==> config.mk <==
export PLATFORM = sky130hd
export DESIGN_NAME = id_ex_stage
export DESIGN_NICKNAME = d
export VERILOG_FILES = /design/src/rtl/id_ex_stage.sv
export SDC_FILE = /design/constraint.sdc
export NUM_CORES = 1
export LEC_CHECK = 0
export ABC_AREA = 1
export CAP_MARGIN = 15
export CORE_UTILIZATION = 42
export CTS_CLUSTER_DIAMETER = 100
export DETAILED_ROUTE_END_ITERATION = 12
export PLACE_DENSITY = 0.78
export SLEW_MARGIN = 30
export SYNTH_ARGS = -nofsm -noshare
export SYNTH_HDL_FRONTEND = slang
export SYNTH_SLANG_ARGS = --single-unit
==> constraint.sdc <==
create_clock -name clk -period 2.1 [get_ports clk]
set_input_delay 0.63 -clock clk [delete_from_list [all_inputs] [get_ports clk]]
set_output_delay 0.63 -clock clk [all_outputs]
set_load 0.05 [all_outputs]
==> src/rtl/id_ex_stage.sv <==
// ID/EX pipeline register feeding the ALU.
// Handles MEM/WB forwarding, back-pressure, flush, and a saturating stall counter.
`default_nettype none

module id_ex_stage #(
   parameter int DataSize     = 32,
   parameter int ALUopSize    = 4,
   parameter int RegAddrSize  = 5,
   parameter int StallCntSize = 16
) (
   input  logic                    clk,
   input  logic                    rst,
   input  logic                    id_valid,
   output logic                    id_ready,
   input  logic [ALUopSize-1:0]    id_alu_type,
   input  logic [RegAddrSize-1:0]  id_rs1_addr,
   input  logic [RegAddrSize-1:0]  id_rs2_addr,
   input  logic [DataSize-1:0]     id_rs1_data,
   input  logic [DataSize-1:0]     id_rs2_data,
   input  logic [DataSize-1:0]     id_imm,
   input  logic                    id_use_imm,
   input  logic [RegAddrSize-1:0]  id_rd_addr,
   input  logic                    id_rd_we,
   input  logic                    flush,
   input  logic                    ex_ready,
   input  logic                    mem_fwd_we,
   input  logic [RegAddrSize-1:0]  mem_fwd_addr,
   input  logic [DataSize-1:0]     mem_fwd_data,
   input  logic                    wb_fwd_we,
   input  logic [RegAddrSize-1:0]  wb_fwd_addr,
   input  logic [DataSize-1:0]     wb_fwd_data,
   output logic                    ex_valid,
   output logic [DataSize-1:0]     src1,
   output logic [DataSize-1:0]     src2,
   output logic [ALUopSize-1:0]    alu_type,
   output logic [RegAddrSize-1:0]  ex_rd_addr,
   output logic                    ex_rd_we,
   output logic [StallCntSize-1:0] stall_cnt
);

   localparam logic [ALUopSize-1:0]    c_NDEF     = ALUopSize'(8);
   localparam logic [StallCntSize-1:0] c_CNT_MAX  = {StallCntSize{1'b1}};
   localparam logic [RegAddrSize-1:0]  c_ZERO_REG = '0;

   logic                    r_valid;
   logic [ALUopSize-1:0]    r_alu_type;
   logic [RegAddrSize-1:0]  r_rs1_addr;
   logic [RegAddrSize-1:0]  r_rs2_addr;
   logic [DataSize-1:0]     r_rs1_data;
   logic [DataSize-1:0]     r_rs2_data;
   logic [DataSize-1:0]     r_imm;
   logic                    r_use_imm;
   logic [RegAddrSize-1:0]  r_rd_addr;
   logic                    r_rd_we;
   logic [StallCntSize-1:0] r_stall_cnt;

   logic                    w_id_ready;
   logic                    w_capture;
   logic                    w_hold;
   logic                    w_mem_hit1;
   logic                    w_wb_hit1;
   logic                    w_mem_hit2;
   logic                    w_wb_hit2;
   logic [DataSize-1:0]     w_fwd1;
   logic [DataSize-1:0]     w_fwd2;

   assign w_id_ready = rst & ~flush & (~r_valid | ex_ready);
   assign w_capture  = id_valid & w_id_ready;
   assign w_hold     = r_valid & ~ex_ready;

   // x0 is hardwired, so a writer targeting it never forwards.
   assign w_mem_hit1 = mem_fwd_we & (mem_fwd_addr == r_rs1_addr) & (r_rs1_addr != c_ZERO_REG);
   assign w_wb_hit1  = wb_fwd_we  & (wb_fwd_addr  == r_rs1_addr) & (r_rs1_addr != c_ZERO_REG);
   assign w_mem_hit2 = mem_fwd_we & (mem_fwd_addr == r_rs2_addr) & (r_rs2_addr != c_ZERO_REG);
   assign w_wb_hit2  = wb_fwd_we  & (wb_fwd_addr  == r_rs2_addr) & (r_rs2_addr != c_ZERO_REG);

   always_comb begin
      w_fwd1 = r_rs1_data;
      if (w_mem_hit1) begin
         w_fwd1 = mem_fwd_data;
      end else if (w_wb_hit1) begin
         w_fwd1 = wb_fwd_data;
      end
   end

   always_comb begin
      w_fwd2 = r_rs2_data;
      if (w_mem_hit2) begin
         w_fwd2 = mem_fwd_data;
      end else if (w_wb_hit2) begin
         w_fwd2 = wb_fwd_data;
      end
   end

   always_ff @(posedge clk) begin
      if (!rst) begin
         r_valid     <= 1'b0;
         r_alu_type  <= c_NDEF;
         r_rs1_addr  <= '0;
         r_rs2_addr  <= '0;
         r_rs1_data  <= '0;
         r_rs2_data  <= '0;
         r_imm       <= '0;
         r_use_imm   <= 1'b0;
         r_rd_addr   <= '0;
         r_rd_we     <= 1'b0;
         r_stall_cnt <= '0;
      end else if (flush) begin
         r_valid    <= 1'b0;
         r_alu_type <= c_NDEF;
         r_rd_we    <= 1'b0;
      end else if (w_capture) begin
         r_valid    <= 1'b1;
         r_alu_type <= id_alu_type;
         r_rs1_addr <= id_rs1_addr;
         r_rs2_addr <= id_rs2_addr;
         r_rs1_data <= id_rs1_data;
         r_rs2_data <= id_rs2_data;
         r_imm      <= id_imm;
         r_use_imm  <= id_use_imm;
         r_rd_addr  <= id_rd_addr;
         r_rd_we    <= id_rd_we;
      end else if (w_hold) begin
         // Absorb producers retiring mid-stall so their results are not lost.
         r_rs1_data <= w_fwd1;
         r_rs2_data <= w_fwd2;
         if (r_stall_cnt != c_CNT_MAX) begin
            r_stall_cnt <= r_stall_cnt + 1'b1;
         end
      end else if (r_valid) begin
         r_valid    <= 1'b0;
         r_alu_type <= c_NDEF;
      end
   end

   assign id_ready   = w_id_ready;
   assign ex_valid   = r_valid;
   assign src1       = r_valid ? w_fwd1 : '0;
   assign src2       = r_valid ? (r_use_imm ? r_imm : w_fwd2) : '0;
   assign alu_type   = r_valid ? r_alu_type : c_NDEF;
   assign ex_rd_addr = r_rd_addr;
   assign ex_rd_we   = r_rd_we & r_valid;
   assign stall_cnt  = r_stall_cnt;

endmodule

`default_nettype wire

==> results.sh, run 1 <==
# implementation run metrics
export IMPL_path_cells="inv_4, buf_12, a21oi_4, nand2_2, nor2_4, buf_6, buf_6, buf_12, nand3_2, nand3_2, nand2_2, nand2_2, nand2_2, clkinvlp_4, buf_8"
export IMPL_power_leakage_nw=7.13
export IMPL_violations="negative setup slack"
export IMPL_status="finished with violations"
export IMPL_clock_root_buffer="clkbuf_16"
export IMPL_syn2layout_area_growth_pct=94.8
export IMPL_die_h_um=144
export IMPL_wl_met2_mm=21.1
export IMPL_cts_tree="built"
export IMPL_fmax_mhz=327
export IMPL_ys_flops=134
export IMPL_pin_count=290
export IMPL_numCtsBuffers=17
export IMPL_top_usage_layer="met2"
export IMPL_vdd_drop_max_v=0.000789
export IMPL_nonClkBufAreaFrac_pct=34.9
export IMPL_simple_gate_share_pct=38.8
export IMPL_clockPowerShare_pct=40.6
export IMPL_yosysSeqAreaShare_pct=31.6
export IMPL_coreArea_um2=19700
export IMPL_cp_num_buf_inv=7
export IMPL_drtIter0Drc=1346
export IMPL_critPathTopFamily="buffers and inverters"
export IMPL_worst_slack_ps=-957
export IMPL_yosys_stat_area_um2=8480
export IMPL_setup_violations=65
export IMPL_grt_pass1_wl_mm=61.4
export IMPL_switchingPower_mw=2.49
export IMPL_clock_sinks=134
export IMPL_crit_path_end_kind="output pin"
[run 1: synthesized netlist by cell type]
cell type  count
nand2_2        5
buf_2         37
clkbuf_1      35
and3_1         2
dfxtp_1      134
o211ai_1       1
xnor2_1        5
nor2_4         3
ha_1           1
nand4_1        3
a21oi_2       20
or2_2          1
nand3_2        1
o22ai_1        2
nor2_8         1
nand2_1      348
a21oi_1      135
o21ai_0      116
o21ai_1        5
buf_6         13
nor2_2         6
buf_4          6
buf_1          6
nor3_1         7
nand3_1      209
inv_2         12
inv_1        100
xor2_1         3
nor2_1       195
[run 1: metrics by stage]
stage          instances  total power [mW]  hold WS (ps)  area (µm²)
6_report            2134              8.24           478       16500
5_1_grt             2133              8.46           482       16500
4_1_cts             2127              7.97           472       15700
3_5_place_dp        2024              4.42           464       13400
3_3_place_gp        2024              4.40           445       13400
2_1_floorplan       1412              3.63           437        9440
[run 1: path summary, 6_finish.rpt]
path,from,end,slack [ps],cells after the start
max,r_rs2_addr[3]$_SDFFE_PN0P_,src2[12],-960,15
min,r_alu_type[1]$_SDFFE_PP0P_,r_alu_type[1]$_SDFFE_PP0P_,480,2
max reg2reg,r_rs2_addr[3]$_SDFFE_PN0P_,r_rs2_data[25]$_SDFFE_PN0P_,-700,22
min reg2reg,r_alu_type[1]$_SDFFE_PP0P_,r_alu_type[1]$_SDFFE_PP0P_,480,2
[run 1: sequential cells by signal, summed over array words and instances, names as in the netlist]
| name | flops |
|---|---|
| r_imm | 32 |
| r_rs1_data | 32 |
| r_rs2_data | 32 |
| stall_cnt | 16 |
| ex_rd_addr | 5 |
| r_rs1_addr | 5 |
| r_rs2_addr | 5 |
| r_alu_type | 4 |
| ex_valid | 1 |
| r_rd_we | 1 |
| r_use_imm | 1 |
run_1/zoom.png
Window x 52 to 92, y 52 to 92 µm. Cells in gray, sequential cells in the stronger gray; small squares are vias.
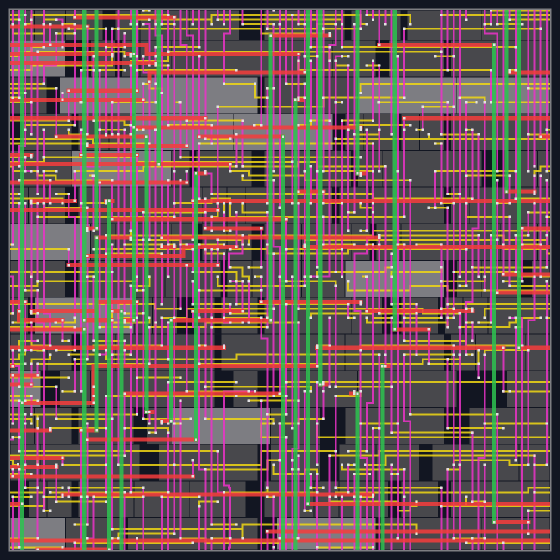
| layer | color |
|---|---|
| met2 | magenta |
| met1 | yellow |
| met4 | green |
| met3 | red |
most frequent: a21oi_1 (15), buf_12 (14), dfxtp_1 (14)
netlist names of flops here include: r_rs1_data (6), r_rs2_data (5), r_imm (3)
cells with their middle in the window: 138
sequential cells in the window: 14

run_1/met2.png
(2 px per µm) Cells faint in the background.
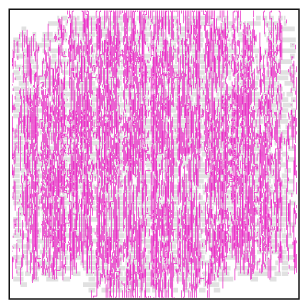
share of all routed wire: 48%
wire length on this layer: 21.1 mm

run_1/pins.png
(3 px per µm) Pins as bars across the die edge, other pins in gray.
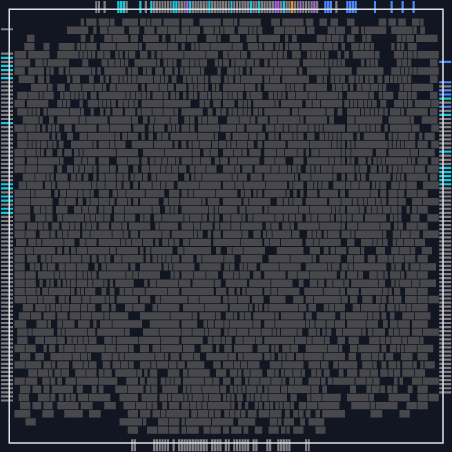
| port | color | pins | direction | edge |
|---|---|---|---|---|
| src2 | cyan | 32 | output | 13 top, 11 left, 8 right |
| ex_rd_addr | purple | 5 | output | top |
| ex_ready | orange | 1 | input | top |
| stall_cnt | blue | 16 | output | 11 top, 5 right |
all pins by edge: 87 left, 82 top, 78 right, 43 bottom

run_1/metal_stack.png
(2 px per µm) Two of the layers only.
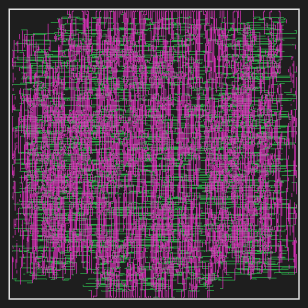
| layer | color | wire length |
|---|---|---|
| met2 | magenta | 21.1 mm |
| met1 | green | 15000 µm |

==> run 2: changes to the inputs <==
Settings changed: SETUP_SLACK_MARGIN set to 0.5.
==> results.sh, run 2 <==
# source this file to load flow results
export IMPL_postGrtWorstEndpoint="src2[4]"
export IMPL_initial_core_util_pct=43.2
export IMPL_status="did not finish"
export IMPL_tool_error="[ERROR GRT-0232] Routing congestion too high. Check the congestion heatmap in the GUI."
export IMPL_netlist_top_cells_count="nand2_1 (348), nand3_1 (209), nor2_1 (195)"
export IMPL_grt_usage_pct=78.2
export IMPL_clock_sinks=134
export IMPL_die_h_um=144
export IMPL_haltStage="5_1_grt"
export IMPL_grt_max_degree=121
export IMPL_syn_inst=1412
export IMPL_htree_levels=4
export IMPL_avgSynthCellArea_um2=6.01
export IMPL_num_rows=51
export IMPL_synth_cell_type_count=29
export IMPL_clock_root_buffer="clkbuf_16"
export IMPL_yosysTopAreaCell="dfxtp_1"
export IMPL_dpl_hpwl_mm=24.5
export IMPL_topCellsByArea="dfxtp_1 (32%), nand2_1 (15%), nand3_1 (12%)"
export IMPL_netlist_area_um2=8480
export IMPL_synth_edff_count=0
export IMPL_ys_flops=134
export IMPL_numCtsBuffers=17
export IMPL_gr_total_overflow=16
export IMPL_pin_count=290
export IMPL_ff_type="dfxtp_1"
export IMPL_synthesis_nets=1611
export IMPL_yosysCellCount=1412
export IMPL_yosysSeqAreaShare_pct=31.6
export IMPL_yosys_stat_area_um2=8480
export IMPL_io_buffers=289
export IMPL_top_area_share_pct=31.6
export IMPL_endpoint_type="primary output"
export IMPL_die_x_um=144
export IMPL_yosysMostFrequentCell="nand2_1"
export IMPL_ys_async_sr_fraction_pct=0
export IMPL_clock_path_buffers=2
export IMPL_yosysWarnings=0
export IMPL_gp_congestion=0.949
==> run 2: cell counts after synthesis <==
No cell type changed its count.
==> run 2: per-stage QoR <==
| stage | area, µm² | power (mW) | instances | util (%) | setup slack (ps) |
|---|---|---|---|---|---|
| floorplan | 9640 | 3.65 | 1412 | - | -271 |
| CTS | 16700 | 7.85 | 2129 | 85.0 | -806 |
| detailed placement | 13400 | 4.43 | 2007 | 68.3 | -1190 |
| global placement | 13400 | 4.41 | 2007 | 68.3 | -1170 |
==> run 2: what timing repair did <==
action | in CTS
pin swaps | 136
setup endpoints to repair | 222
setup buffers | 71
cloned | 19
gates resized | 491
hold buffers | 0
==> run 2: metal layers <==
metal | track usage, % | overflow
met1 | 78.0 | 0
met2 | 92.1 | 7
met3 | 65.4 | 0
met4 | 80.2 | 9
met5 | 30.3 | 0
==> run 2: cell families after synthesis <==
| family | after synthesis | share of synthesized area, % |
|---|---|---|
| buffers and inverters | 209 | 11.2 |
| adder cells (fa/ha/maj) | 1 | 0.147 |
| AND/OR/NAND/NOR | 781 | 38.8 |
| XOR/XNOR | 8 | 0.826 |
| flip-flops | 134 | 31.6 |
| AND-OR/OR-AND | 279 | 17.4 |
==> run 3: changes to the inputs <==
Settings changed: CORE_UTILIZATION 42 to 36, CTS_CLUSTER_DIAMETER 100 to unset, PLACE_DENSITY 0.78 to unset, PLACE_DENSITY_LB_ADDON set to 0.15, SETUP_SLACK_MARGIN 0.5 to unset.
Clock period 2.1 ns to 2.7 ns, I/O delays scaled along.
run_3/zoom.png
Window x 58 to 98, y 58 to 98 µm. Cells in gray, sequential cells in the stronger gray; small squares are vias.
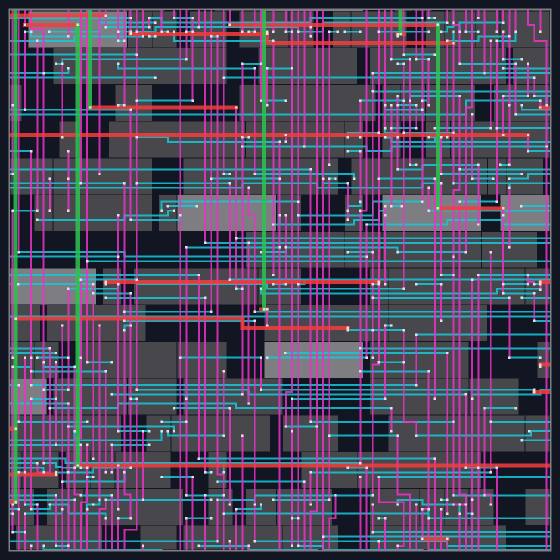
| layer | color |
|---|---|
| met3 | red |
| met2 | magenta |
| met1 | cyan |
| met4 | green |
netlist names of flops here include: r_imm (2), r_rs1_data (2), r_rs2_data (2)
sequential cells in the window: 6
most frequent: buf_12 (14), nor2_1 (10), buf_16 (9)
cells with their middle in the window: 98

run_3/metal_stack.png
(2 px per µm) Two of the layers only.
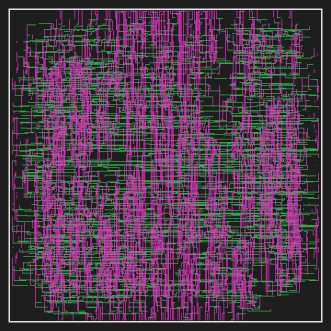
| layer | color | wire length |
|---|---|---|
| met2 | magenta | 19300 µm |
| met1 | green | 17000 µm |

==> results.sh, run 3 <==
# implementation run metrics
export IMPL_switchingPower_mw=1.86
export IMPL_cp_num_buf_inv=4
export IMPL_die_x_um=155
export IMPL_worst_slack_ps=-492
export IMPL_crit_start="wb_fwd_addr[3]"
export IMPL_pin_count=290
export IMPL_numCtsBuffers=17
export IMPL_power_leakage_nw=6.93
export IMPL_yosysCellCount=1412
export IMPL_ys_async_sr_fraction_pct=0
export IMPL_critPathTopFamily="simple AND/OR/NAND/NOR gates"
export IMPL_grt_usage_pct=31.2
export IMPL_yosysTopAreaCell="dfxtp_1"
export IMPL_r2r_end="r_rs2_data[23]$_SDFFE_PN0P_"
export IMPL_status="finished with violations"
export IMPL_vdd_drop_max_v=0.000315
export IMPL_power_mw=6.19
export IMPL_clock_path_buffers=2
export IMPL_cp_endpoint="src2[13]"
export IMPL_dpl_hpwl_mm=24.1
export IMPL_crit_path_end_kind="output pin"
export IMPL_setup_violations=64
export IMPL_drtIter0Drc=944
export IMPL_clockPowerShare_pct=41.2
export IMPL_violations="negative setup slack"
export IMPL_coreArea_um2=22800
export IMPL_ys_flops=134
export IMPL_cts_tree="built"
export IMPL_fin_cells=2101
[run 3: cell counts after synthesis]
No cell type changed its count.
[run 3: cell type report]
class                      instances  area share [%]
tap                              313            2.45
multi-input combinational       1069            40.5
inverter                         112            3.56
sequential                       134            16.8
clock inverter                    14            1.25
clock buffer                      18            2.68
timing repair buffer             441            32.8
[run 3: cell families after synthesis]
kind of cell             share of synthesized area [%]
XOR/XNOR                                         0.826
buffers and inverters                             11.2
AND-OR/OR-AND                                     17.4
AND/OR/NAND/NOR                                   38.8
flip-flops                                        31.6
adder cells (fa/ha/maj)                          0.147
[run 3: worst min-delay path by stage]
stage	startpoint	endpoint	slack (ps)
2_1_floorplan	r_alu_type[3]$_SDFFE_PP1P_	r_alu_type[3]$_SDFFE_PP1P_	440
3_3_place_gp	r_alu_type[2]$_SDFFE_PP0P_	r_alu_type[2]$_SDFFE_PP0P_	450
3_5_place_dp	r_alu_type[1]$_SDFFE_PP0P_	r_alu_type[1]$_SDFFE_PP0P_	450
4_1_cts	r_alu_type[1]$_SDFFE_PP0P_	r_alu_type[1]$_SDFFE_PP0P_	460
5_1_grt	r_alu_type[1]$_SDFFE_PP0P_	r_alu_type[1]$_SDFFE_PP0P_	480
6_report	r_alu_type[1]$_SDFFE_PP0P_	r_alu_type[1]$_SDFFE_PP0P_	460
[run 3: worst min-delay path, stage by stage, from the launching register on]
cell	delay, ps
dfxtp_1	310
nand2_1	60
a21oi_1	50
[run 3: repair_timing]
item,in CTS,in global routing
setup buffers,26,17
hold buffers,0,0
pin swaps,64,115
resized,355,254
setup endpoints to repair,64,68
gates cloned,17,8
[run 3: layer usage]
metal  GRT usage (%)  vias up  wire length (µm)
met1            40.7     5423             17000
li1                -     5331                 -
met4            10.8        0              1020
met2            51.7      541             19300
met3            5.21       75              2800
met5               0        -                 0
Power is estimated from default activity; no workload was simulated.
